===== src/rtl/dmem_port_arbiter.sv =====
// Two-port round-robin arbiter in front of a single-port word memory.
// Sub-word stores are done as a read-modify-write because the memory has no byte enables.
module dmem_port_arbiter #(
  parameter int unsigned ADDR_W = 32,
  parameter int unsigned DATA_W = 32
) (
  input  logic              clk,
  input  logic              rst_n,
  input  logic [1:0]        req_valid,
  output logic [1:0]        req_ready,
  input  logic [1:0]        req_we,
  input  logic [1:0]        req_size0,
  input  logic [1:0]        req_size1,
  input  logic [ADDR_W-1:0] req_addr0,
  input  logic [ADDR_W-1:0] req_addr1,
  input  logic [DATA_W-1:0] req_wdata0,
  input  logic [DATA_W-1:0] req_wdata1,
  output logic [1:0]        rsp_valid,
  output logic              rsp_err,
  output logic [DATA_W-1:0] rsp_rdata,
  output logic [ADDR_W-1:0] mem_addr,
  output logic [DATA_W-1:0] mem_write_data,
  output logic              mem_write,
  output logic              mem_read,
  input  logic [DATA_W-1:0] mem_read_data
);

  typedef enum logic [1:0] {StIdle, StRmwRd, StRmwWr} state_e;

  state_e state_q, state_d;
  logic   ptr_q, ptr_d;  // port that wins when both request

  logic              lat_port_q, lat_port_d;
  logic [ADDR_W-1:0] lat_addr_q, lat_addr_d;
  logic [1:0]        lat_size_q, lat_size_d;
  logic [DATA_W-1:0] lat_wdata_q, lat_wdata_d;
  logic [DATA_W-1:0] rmw_word_q, rmw_word_d;
  logic [1:0]        rsp_valid_q, rsp_valid_d;
  logic              rsp_err_q, rsp_err_d;
  logic [DATA_W-1:0] rsp_rdata_q, rsp_rdata_d;

  logic              any_valid, grant, accept;
  logic [1:0]        grant_oh, lat_oh;
  logic              sel_we, sel_err;
  logic [1:0]        sel_size;
  logic [ADDR_W-1:0] sel_addr;
  logic [DATA_W-1:0] sel_wdata;
  logic [DATA_W-1:0] load_shifted, load_data, rmw_mask, merged_word;

  always_comb begin
    any_valid = |req_valid;
    grant     = (&req_valid) ? ptr_q : req_valid[1];
    grant_oh  = {grant, ~grant};
    lat_oh    = {lat_port_q, ~lat_port_q};
    sel_we    = req_we[grant];
    sel_size  = grant ? req_size1  : req_size0;
    sel_addr  = grant ? req_addr1  : req_addr0;
    sel_wdata = grant ? req_wdata1 : req_wdata0;
    sel_err   = (sel_size == 2'b11) ||
                (sel_size == 2'b01 && sel_addr[0]) ||
                (sel_size == 2'b10 && sel_addr[1:0] != 2'b00);
    accept    = rst_n && (state_q == StIdle) && any_valid;

    load_shifted = mem_read_data >> {sel_addr[1:0], 3'b000};
    case (sel_size)
      2'b00:   load_data = load_shifted & 32'h0000_00ff;
      2'b01:   load_data = load_shifted & 32'h0000_ffff;
      default: load_data = load_shifted;
    endcase

    rmw_mask    = ((lat_size_q == 2'b00) ? 32'h0000_00ff : 32'h0000_ffff)
                  << {lat_addr_q[1:0], 3'b000};
    merged_word = (rmw_word_q & ~rmw_mask) |
                  ((lat_wdata_q << {lat_addr_q[1:0], 3'b000}) & rmw_mask);
  end

  always_ff @(posedge clk) begin
    if (!rst_n) begin
      state_q     <= StIdle;
      ptr_q       <= 1'b0;
      lat_port_q  <= 1'b0;
      lat_addr_q  <= '0;
      lat_size_q  <= 2'b00;
      lat_wdata_q <= '0;
      rmw_word_q  <= '0;
      rsp_valid_q <= 2'b00;
      rsp_err_q   <= 1'b0;
      rsp_rdata_q <= '0;
    end else begin
      state_q     <= state_d;
      ptr_q       <= ptr_d;
      lat_port_q  <= lat_port_d;
      lat_addr_q  <= lat_addr_d;
      lat_size_q  <= lat_size_d;
      lat_wdata_q <= lat_wdata_d;
      rmw_word_q  <= rmw_word_d;
      rsp_valid_q <= rsp_valid_d;
      rsp_err_q   <= rsp_err_d;
      rsp_rdata_q <= rsp_rdata_d;
    end
  end

  always_comb begin
    state_d     = state_q;
    ptr_d       = ptr_q;
    lat_port_d  = lat_port_q;
    lat_addr_d  = lat_addr_q;
    lat_size_d  = lat_size_q;
    lat_wdata_d = lat_wdata_q;
    rmw_word_d  = rmw_word_q;
    rsp_valid_d = 2'b00;
    rsp_err_d   = 1'b0;
    rsp_rdata_d = '0;
    case (state_q)
      StIdle: begin
        if (accept) begin
          ptr_d = ~grant;
          if (sel_err) begin
            rsp_valid_d = grant_oh;
            rsp_err_d   = 1'b1;
          end else if (!sel_we) begin
            rsp_valid_d = grant_oh;
            rsp_rdata_d = load_data;
          end else if (sel_size == 2'b10) begin
            rsp_valid_d = grant_oh;
          end else begin
            lat_port_d  = grant;
            lat_addr_d  = sel_addr;
            lat_size_d  = sel_size;
            lat_wdata_d = sel_wdata;
            state_d     = StRmwRd;
          end
        end
      end
      StRmwRd: begin
        rmw_word_d = mem_read_data;
        state_d    = StRmwWr;
      end
      StRmwWr: begin
        rsp_valid_d = lat_oh;
        state_d     = StIdle;
      end
      default: state_d = StIdle;
    endcase
  end

  // Everything is gated by rst_n so a reset mid-RMW never reaches the memory.
  always_comb begin
    req_ready      = 2'b00;
    mem_read       = 1'b0;
    mem_write      = 1'b0;
    mem_addr       = '0;
    mem_write_data = '0;
    if (rst_n) begin
      case (state_q)
        StIdle: begin
          if (any_valid) begin
            req_ready = grant_oh;
            if (!sel_err && !sel_we) begin
              mem_read = 1'b1;
              mem_addr = {sel_addr[ADDR_W-1:2], 2'b00};
            end else if (!sel_err && sel_size == 2'b10) begin
              mem_write      = 1'b1;
              mem_addr       = {sel_addr[ADDR_W-1:2], 2'b00};
              mem_write_data = sel_wdata;
            end
          end
        end
        StRmwRd: begin
          mem_read = 1'b1;
          mem_addr = {lat_addr_q[ADDR_W-1:2], 2'b00};
        end
        StRmwWr: begin
          mem_write      = 1'b1;
          mem_addr       = {lat_addr_q[ADDR_W-1:2], 2'b00};
          mem_write_data = merged_word;
        end
        default: ;
      endcase
    end
  end

  assign rsp_valid = rsp_valid_q;
  assign rsp_err   = rsp_err_q;
  assign rsp_rdata = rsp_rdata_q;

endmodule


===== config.mk =====
export PLATFORM = sky130hd
export DESIGN_NAME = dmem_port_arbiter
export DESIGN_NICKNAME = d
export VERILOG_FILES = /design/src/rtl/dmem_port_arbiter.sv
export SDC_FILE = /design/constraint.sdc
export NUM_CORES = 1
export LEC_CHECK = 0
export CAP_MARGIN = 20
export CELL_PAD_IN_SITES_DETAIL_PLACEMENT = 2
export CELL_PAD_IN_SITES_GLOBAL_PLACEMENT = 2
export CORE_ASPECT_RATIO = 1.5
export CORE_MARGIN = 8
export CORE_UTILIZATION = 27
export DETAILED_ROUTE_END_ITERATION = 10
export HOLD_SLACK_MARGIN = 0.1
export PLACE_DENSITY_LB_ADDON = 0.1
export SYNTH_ARGS = -nofsm -noshare
export SYNTH_HDL_FRONTEND = slang
export SYNTH_SLANG_ARGS = --single-unit

===== constraint.sdc =====
create_clock -name clk -period 6.2 [get_ports clk]
set_input_delay 1.24 -clock clk [delete_from_list [all_inputs] [get_ports clk]]
set_output_delay 1.24 -clock clk [all_outputs]
set_load 0.1 [all_outputs]

Congestion heat map:
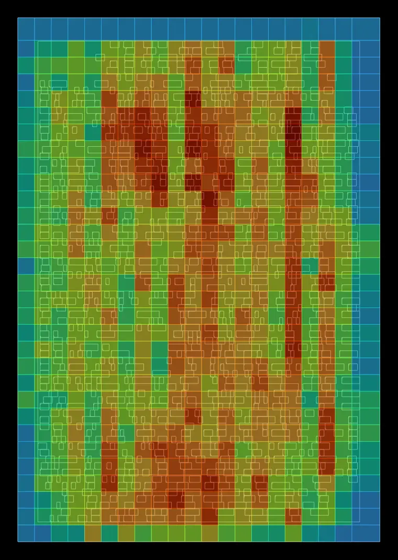
Overall Global Routing Usage: 19.8%
WL/cell: 22.9 um
met2 Use GR: 38.6%
met3 Track Usage GR: 4.78%
M1 GR Usage: 19.2%

Supply network:
Bar = 50 um. Pins as bars on the die edge.
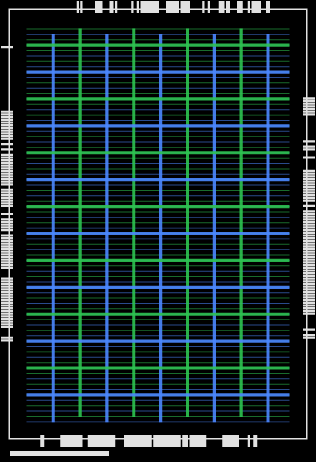
[blue] VSS
[green] VDD
signal pins: 273
rows: 73
met1 rails: 74
met4 straps: 9
met5 straps: 14
Die X: 150 um
Placeable Area: 26400 sq um
Die Ht: 216 um
VDD IR-drop max: 194 uV

Cell density map:
Bar = 50 um. 15 x 22 tiles, from black (low) to pale yellow (high), 0 to 100% covered.
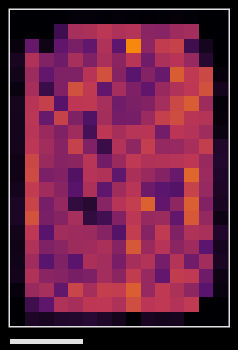
emptiest ninth of the die: top left
fullest tile: 74%
mean over tiles: 32%
nearly empty tiles: 10%
post-layout util: 41.1%
Init Core Util: 27.4%

Placed cells, one color a class:
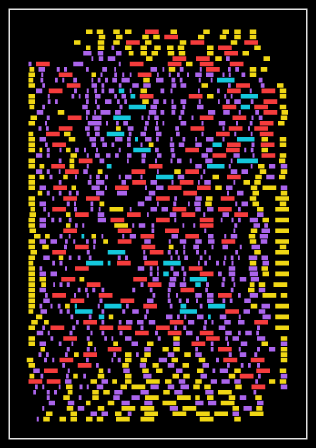
[yellow] other buffers and delay cells | cells: 284 | share of their area: 29%
[purple] all other logic | cells: 627 | share of their area: 40%
[red] flops | cells: 129 | share of their area: 25%
[cyan] clock drivers and dummy loads | cells: 32 | share of their area: 5.4%
sequential cell area share: 23.8%
post-layout instance area: 10800 sq um
Cell Rows: 73

==> notes.md <==
run metrics: CP Launch Type=input pin, Period minus WS final=5.53 ns, Pint=1.65 mW, Yosys Chip Area=7220 sq um, Area leader share=35.8%, hpwl dp=25200 um, synthesized cell area=7220 sq um, H-tree Lvls=4, Log Warnings=30, maxcap violations=0, setup TNS=0 ns, largest net degree at the start of global routing=97, Hold-fix buffers, CTS=0, Cell area leaders=dfxtp_1 (36%), mux2i_1 (18%), o21ai_0 (6.7%), o22ai_2 (5.2%), nand2_1 (4.6%), number of cells after detailed placement=1377, Gate power share=23.2%, Ports=273, syn avg cell area=8.71 sq um, Main synth FF type=dfxtp_1, 1st-iter DRT viols=249, Overall Power=2.43 mW, vias after detailed routing=7233, status=finished clean, clk slew on worst S/H paths=0.06 ns, Leak Pwr=4.17 nW, Hold Violations, Final=0, count leader, synth=dfxtp_1, CP max FO=32, initial antenna violation count=0, Sequential Power Share=36.5%, Slew HR=27.8%
[logic make-up after synthesis]
logic type | synth area share [%]
AND-OR/OR-AND | 21.2
adder cells (fa/ha/maj) | 0.866
buffers and inverters | 6.91
flip-flops | 35.8
multiplexers | 18.8
other | 0.0519
AND/OR/NAND/NOR | 16.4
[layer usage]
metal | part of all wire [%] | track usage [%] | vias up
li1 | - | - | 3418
met1 | 36 | 19.2 | 3567
met2 | 56 | 38.6 | 208
met3 | 5.2 | 4.78 | 40
met4 | 2.9 | 7.16 | 0
met5 | 0 | 0 | -
[power groups by stage]
stage / combinational [mW] / clock, mW / sequential, mW
after global placement: 0.565 / 0 / 0.903
after detailed placement: 0.570 / 0 / 0.905
after global routing: 0.601 / 1.04 / 0.890
after CTS: 0.573 / 1.00 / 0.887
after floorplan: 0.303 / 0 / 0.936
final: 0.564 / 0.979 / 0.887
[worst max-delay path, cell delays in order]
cell and delay, ns:
clkdlybuf4s50_1 0.73, nor3b_2 0.38, nand3_1 0.13, o32a_1 0.22, or3_2 0.87, o22ai_1 0.44, buf_12 0.22
[registers in the layout, indices dropped and copies added (netlist names)]
| signal | cells |
|---|---|
| lat_port_q | 1 |
| rmw_word_q | 32 |
| state_q | 2 |
| lat_addr_q | 32 |
| ptr_q | 1 |
| rsp_valid | 2 |
| lat_wdata_q | 24 |
| lat_size_q | 2 |
| rsp_err | 1 |
| rsp_rdata | 32 |
[final timing paths]
kind | start | end | slack (ns) | cells past startpoint
max | req_addr1[1] | mem_write_data[0] | 0.67 | 7
min | lat_addr_q[5] | lat_addr_q[5] | 0.48 | 2
max reg2reg | state_q[0] | state_q[1] | 3.61 | 7
min reg2reg | lat_addr_q[5] | lat_addr_q[5] | 0.48 | 2
[final cells by class]
class	count	area [sq um]
Fill cell	2907	15600
Multi-Input combinational cell	619	4170
Timing Repair Buffer	284	3060
Sequential cell	129	2580
Clock buffer	20	457
Tap cell	337	422
Clock inverter	12	109
Inverter	8	30.0
[cell usage in the layout, fill, tap and decap left out, drive strengths merged, types with 20 or more instances in the layout]
cell type and count:
nand2 88, o21ai 110, nand3 63, buf 81, mux2i 127, nor2 59, dfxtp 129, o22ai 32
a21oi 31, clkdlybuf4s50 203, clkbuf 20, nand2b 20
[through the flow]
stage | cell area [sq um] | setup WS [ns]
finish | 10800 | 0.669
global route | 10800 | 0.518
CTS | 10800 | 0.665
detailed placement | 10300 | 0.668
global placement | 10300 | 0.758
floorplan | 7230 | 0.561
Power is estimated from default activity; no workload was simulated.
